--- config.mk ---
export PLATFORM = sky130hd
export DESIGN_NAME = inference_scheduler
export DESIGN_NICKNAME = d
export VERILOG_FILES = /design/src/rtl/inference_scheduler.sv
export SDC_FILE = /design/constraint.sdc
export NUM_CORES = 1
export LEC_CHECK = 0
export CAP_MARGIN = 20
export CORE_MARGIN = 3
export CORE_UTILIZATION = 55
export CTS_CLUSTER_DIAMETER = 100
export DETAILED_ROUTE_END_ITERATION = 10
export PLACE_DENSITY_LB_ADDON = 0.3
export SYNTH_ARGS = -nofsm -noshare
export SYNTH_HDL_FRONTEND = slang
export SYNTH_SLANG_ARGS = --single-unit
--- constraint.sdc ---
create_clock -name clk -period 4.4 [get_ports clk]
set_input_delay 0.88 -clock clk [delete_from_list [all_inputs] [get_ports clk]]
set_output_delay 0.88 -clock clk [all_outputs]
set_load 0.02 [all_outputs]
--- src/rtl/inference_scheduler.sv ---
// inference_scheduler: frames a host pixel stream into images for the MNIST core, captures
// its class scores and returns {digit, score}. Optional WAIT watchdog: define SCHED_TIMEOUT_EN.
module inference_scheduler #(
  parameter int DATA_WIDTH     = 16,
  parameter int IMG_PIXELS     = 784,
  parameter int NUM_CLASSES    = 10,
  parameter int TIMEOUT_CYCLES = 4096
) (
  input  logic                              clk,
  input  logic                              rst,
  input  logic                              s_valid,
  output logic                              s_ready,
  input  logic [DATA_WIDTH-1:0]             s_pixel,
  output logic                              core_rst,
  output logic                              core_valid,
  output logic [DATA_WIDTH-1:0]             core_pixel,
  input  logic                              core_o_valid,
  input  logic [NUM_CLASSES*DATA_WIDTH-1:0] core_scores,
  output logic                              m_valid,
  input  logic                              m_ready,
  output logic [3:0]                        m_digit,
  output logic [DATA_WIDTH-1:0]             m_score,
  output logic                              busy,
  output logic [15:0]                       img_count,
  output logic                              err
);
  localparam int PIX_W = $clog2(IMG_PIXELS + 1);
  localparam int SC_W  = NUM_CLASSES * DATA_WIDTH;
  localparam logic [PIX_W-1:0] PIX_LAST = PIX_W'(IMG_PIXELS - 1);
  localparam logic [3:0]       IDX_LAST = 4'(NUM_CLASSES - 1);

  if (NUM_CLASSES < 2 || NUM_CLASSES > 16 || IMG_PIXELS < 1 || TIMEOUT_CYCLES < 1) begin : g_bad_params
    $error("inference_scheduler: unsupported parameter values");
  end

  typedef enum logic [2:0] {INIT, IDLE, STREAM, WAIT, ARGMAX, HOLD} state_t;
  state_t state, state_n;

  logic [1:0]                   rst_cnt;
  logic [PIX_W-1:0]             pix_cnt;
  logic [SC_W-1:0]              score_sh;
  logic [3:0]                   arg_idx, best_idx, fin_idx, res_digit;
  logic signed [DATA_WIDTH-1:0] best_score, cand_score, fin_score;
  logic [DATA_WIDTH-1:0]        res_score;
  logic                         hs, pix_last, arg_last, res_free;
  logic                         capture, load_res, timeout, wd_expire;

  assign s_ready  = (state == IDLE) || (state == STREAM);
  assign busy     = (state != IDLE);
  assign hs       = s_valid && s_ready;
  assign pix_last = hs && (pix_cnt == PIX_LAST);
  assign arg_last = (arg_idx == IDX_LAST);
  assign res_free = !m_valid || m_ready;
  assign core_rst = (rst_cnt != 2'd0);

  always_ff @(posedge clk or negedge rst) begin
    if (!rst) state <= INIT;
    else      state <= state_n;
  end

  always_comb begin
    state_n  = state;
    capture  = 1'b0;
    load_res = 1'b0;
    timeout  = 1'b0;
    case (state)
      INIT: if (rst_cnt == 2'd1) state_n = IDLE;
      IDLE, STREAM: if (hs) state_n = pix_last ? WAIT : STREAM;
      WAIT: begin
        if (core_o_valid) begin
          capture = 1'b1;
          state_n = ARGMAX;
        end else if (wd_expire) begin
          timeout = 1'b1;
          state_n = IDLE;
        end
      end
      ARGMAX: begin
        if (arg_last) begin
          load_res = res_free;
          state_n  = res_free ? IDLE : HOLD;
        end
      end
      HOLD: begin
        if (res_free) begin
          load_res = 1'b1;
          state_n  = IDLE;
        end
      end
      default: state_n = INIT;
    endcase
  end

  // core_rst is held for two cycles after reset release and again after a watchdog abort
  always_ff @(posedge clk or negedge rst) begin
    if (!rst)                  rst_cnt <= 2'd2;
    else if (timeout)          rst_cnt <= 2'd2;
    else if (rst_cnt != 2'd0)  rst_cnt <= rst_cnt - 2'd1;
  end

  always_ff @(posedge clk or negedge rst) begin
    if (!rst) begin
      core_valid <= 1'b0;
      core_pixel <= '0;
      pix_cnt    <= '0;
    end else begin
      core_valid <= hs;
      if (hs) begin
        core_pixel <= s_pixel;
        pix_cnt    <= pix_last ? '0 : pix_cnt + PIX_W'(1);
      end
    end
  end

  // Scores are shifted down one class per cycle so the candidate is always the second slot
  assign cand_score = score_sh[DATA_WIDTH +: DATA_WIDTH];
  assign fin_idx    = (cand_score > best_score) ? arg_idx    : best_idx;
  assign fin_score  = (cand_score > best_score) ? cand_score : best_score;
  assign res_digit  = (state == ARGMAX) ? fin_idx : best_idx;
  assign res_score  = (state == ARGMAX) ? fin_score : best_score;

  always_ff @(posedge clk or negedge rst) begin
    if (!rst) begin
      score_sh   <= '0;
      best_score <= '0;
      best_idx   <= '0;
      arg_idx    <= '0;
    end else if (capture) begin
      score_sh   <= core_scores;
      best_score <= core_scores[DATA_WIDTH-1:0];
      best_idx   <= 4'd0;
      arg_idx    <= 4'd1;
    end else if (state == ARGMAX) begin
      score_sh   <= score_sh >> DATA_WIDTH;
      best_score <= fin_score;
      best_idx   <= fin_idx;
      arg_idx    <= arg_idx + 4'd1;
    end
  end

  always_ff @(posedge clk or negedge rst) begin
    if (!rst) begin
      m_valid   <= 1'b0;
      m_digit   <= '0;
      m_score   <= '0;
      img_count <= '0;
    end else if (load_res) begin
      m_valid   <= 1'b1;
      m_digit   <= res_digit;
      m_score   <= res_score;
      img_count <= img_count + 16'd1;
    end else if (m_valid && m_ready) begin
      m_valid   <= 1'b0;
    end
  end

`ifdef SCHED_TIMEOUT_EN
  localparam int WD_W = $clog2(TIMEOUT_CYCLES + 1);
  logic [WD_W-1:0] wd_cnt;

  assign wd_expire = (wd_cnt == WD_W'(TIMEOUT_CYCLES - 1));

  always_ff @(posedge clk or negedge rst) begin
    if (!rst) begin
      wd_cnt <= '0;
      err    <= 1'b0;
    end else begin
      wd_cnt <= (state == WAIT && state_n == WAIT) ? wd_cnt + WD_W'(1) : '0;
      if (timeout) err <= 1'b1;
    end
  end
`else
  assign wd_expire = 1'b0;
  assign err       = 1'b0;
`endif

endmodule

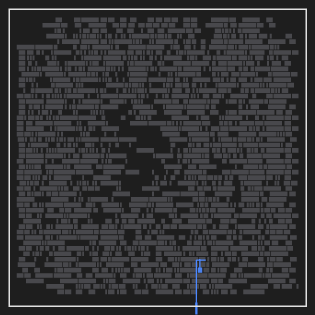
(images/port_nets.png)
Scale: 2 px per um.
colour	port	direction	edge	end cells	buffers	wire
blue	busy	output	bottom	1	1	31.8 um
I/O Buffers: 237
I/O pins: 239

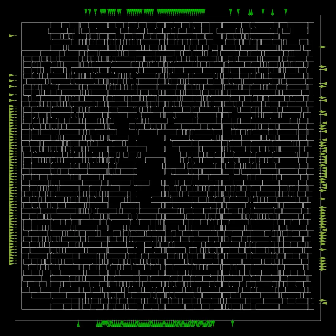
(images/final_placement.png)
Cell Rows: 51
fillers: 1,409

kinds of logic (layout without fill, tap and decap cells):
logic type | Yosys count | count (layout) | share of synthesized area [%]
and+or+nand+nor | 541 | 541 | 20.4
buffers and inverters | 106 | 322 | 4.44
AOI/OAI and AO/OA | 231 | 231 | 16.6
xor gates and xnor gates | 26 | 26 | 2.06
adders and majority gates | 22 | 22 | 2.49
muxes | 3 | 3 | 0.283
other | 1 | 2 | 0.0339
DFF | 237 | 237 | 53.7
area by class of cell:
class                      count  area share, %
inverter                      22          0.569
timing repair buffer         255           17.5
sequential                   237           40.9
tap                          265           2.29
multi-input combinational    824           32.3
clock inverter                 8           1.31
clock buffer                  37           5.11
antenna                        1         0.0173
state kept, by name, summed over array words and instances, names as in the netlist:
name        flops
m_digit         4
arg_idx         4
core_valid      1
state           3
m_score        16
pix_cnt        10
m_valid         1
best_idx        4
img_count      16
core_pixel     16
best_score     16
score_sh      144
rst_cnt         2
placed cells by master, fill, tap and decap left out, types with 6 or more instances in the layout:
master,n
inv_1,22
nand4_1,23
nand2_1,322
nor2_1,146
o31ai_2,6
xnor2_1,17
clkbuf_16,25
buf_4,16
a21oi_1,11
dfrtp_1,236
o31ai_4,15
a31oi_1,127
ha_1,22
bufinv_16,6
clkbuf_8,7
xor2_1,9
nand3_1,9
a22o_1,16
clkdlybuf4s50_1,236
a22oi_1,32
layer usage:
metal	share of wire [%]	track usage (%)
met2	49	44.6
met5	0	0
met3	6.9	4.60
met1	41	37.5
met4	2.5	7.41
report_power, final:
group          internal [mW]  switching (mW)
sequential              3.16           0.691
combinational           1.59            2.10
clock                   1.51           0.845
==> impl_metrics.yaml <==
# synthesis and place-and-route metrics
yosys:
  synthArstFlopShare_pct: 100
  ff_type: "dfrtp_1"
  fp_nets: 1370
  topCellsByArea: "dfrtp_1, nand2_1, a31oi_1"
  top_area_share_pct: 53.5
  yosysChipArea_um2: 11000
  synth_cells: 1167
  yosysUniqueCellTypes: 51
  ys_top_cells_by_count: "nand2_1, dfrtp_1, nor2_1, a31oi_1, clkbuf_1"
  top_cell: "nand2_1"
  seq_area_frac_synth_pct: 53.7
  yosysWarnings: 0
  yosysTopAreaCell: "dfrtp_1"
cells_and_area:
  seq_area_um2: 5930
  comb_area_um2: 4690
  area_growth_pct: 31.3
  utilization_pct: 74.0
  drive_above_1_share_pct: 7.45
  nNetsFinal: 1568
  fin_area_um2: 14500
place:
  dpl_cell_area_um2: 13600
  dp.cells: 1603
  dp.final_hpwl_um: 20000
floorplan:
  die_w_um: 148
  die-area_um2: 21800
power:
  p_total_mw: 9.89
  peakVddDrop_uv: 348
grt:
  grt_pass1_wl_um: 48400
  grt_pass1_vias: 9208
  grt_overflow: 0
  grt_usage_pct: 27.1
  antenna_found_initial: 1
setup_path:
  arrival_ns: 2.20
  crit_end: "busy"
  ff2ff_setup_slack_ns: 1.49
  cp.depth: 3
  cpLargestDelayFamily: "simple AND/OR/NAND/NOR gates"
  start_kind: "flop"
  max_stage_delay_ns: 0.57
  crit_required_ns: 3.52
  crit_path_start: "state[0]"
  crit_path_end_kind: "primary output"
  rr_worst_depth: 8
final_timing:
  slew_viol_final: 0
  setup_viol: 0
  hold_viol: 0
  skew_ns: 0.0160
  layout_setup_ws_ns: 1.32
  fmax_mhz: 325
  worstMarginPinSlew_ns: 1.07
  setup_tns_ns: 0
  min_period_over_period_pct: 70.0
  slew_headroom_pct: 27.9
detailed_routing:
  ant_nets: 0
  num_vias: 9428
  remaining_drc_errors: 0
  wl_per_cell_um: 18.0
  vias_per_cell: 5.72
cts:
  htree_levels: 1
  clock_latency_ns: 0.51
  postCtsSetupRepairBufs: 0
  cts.sinks: 237
  hold_buffers: 0
  clock-root-buffer: "clkbuf_16"
  cts_tree: "yes"
  ctsLongestPathBuffers: 3
  cts.clk_slew.worst_paths_ns: 0.06
run:
  tool_warnings: 32
  cap_violations: 0
status:
  status: "finished clean"
Power and IR drop assume default switching activity.
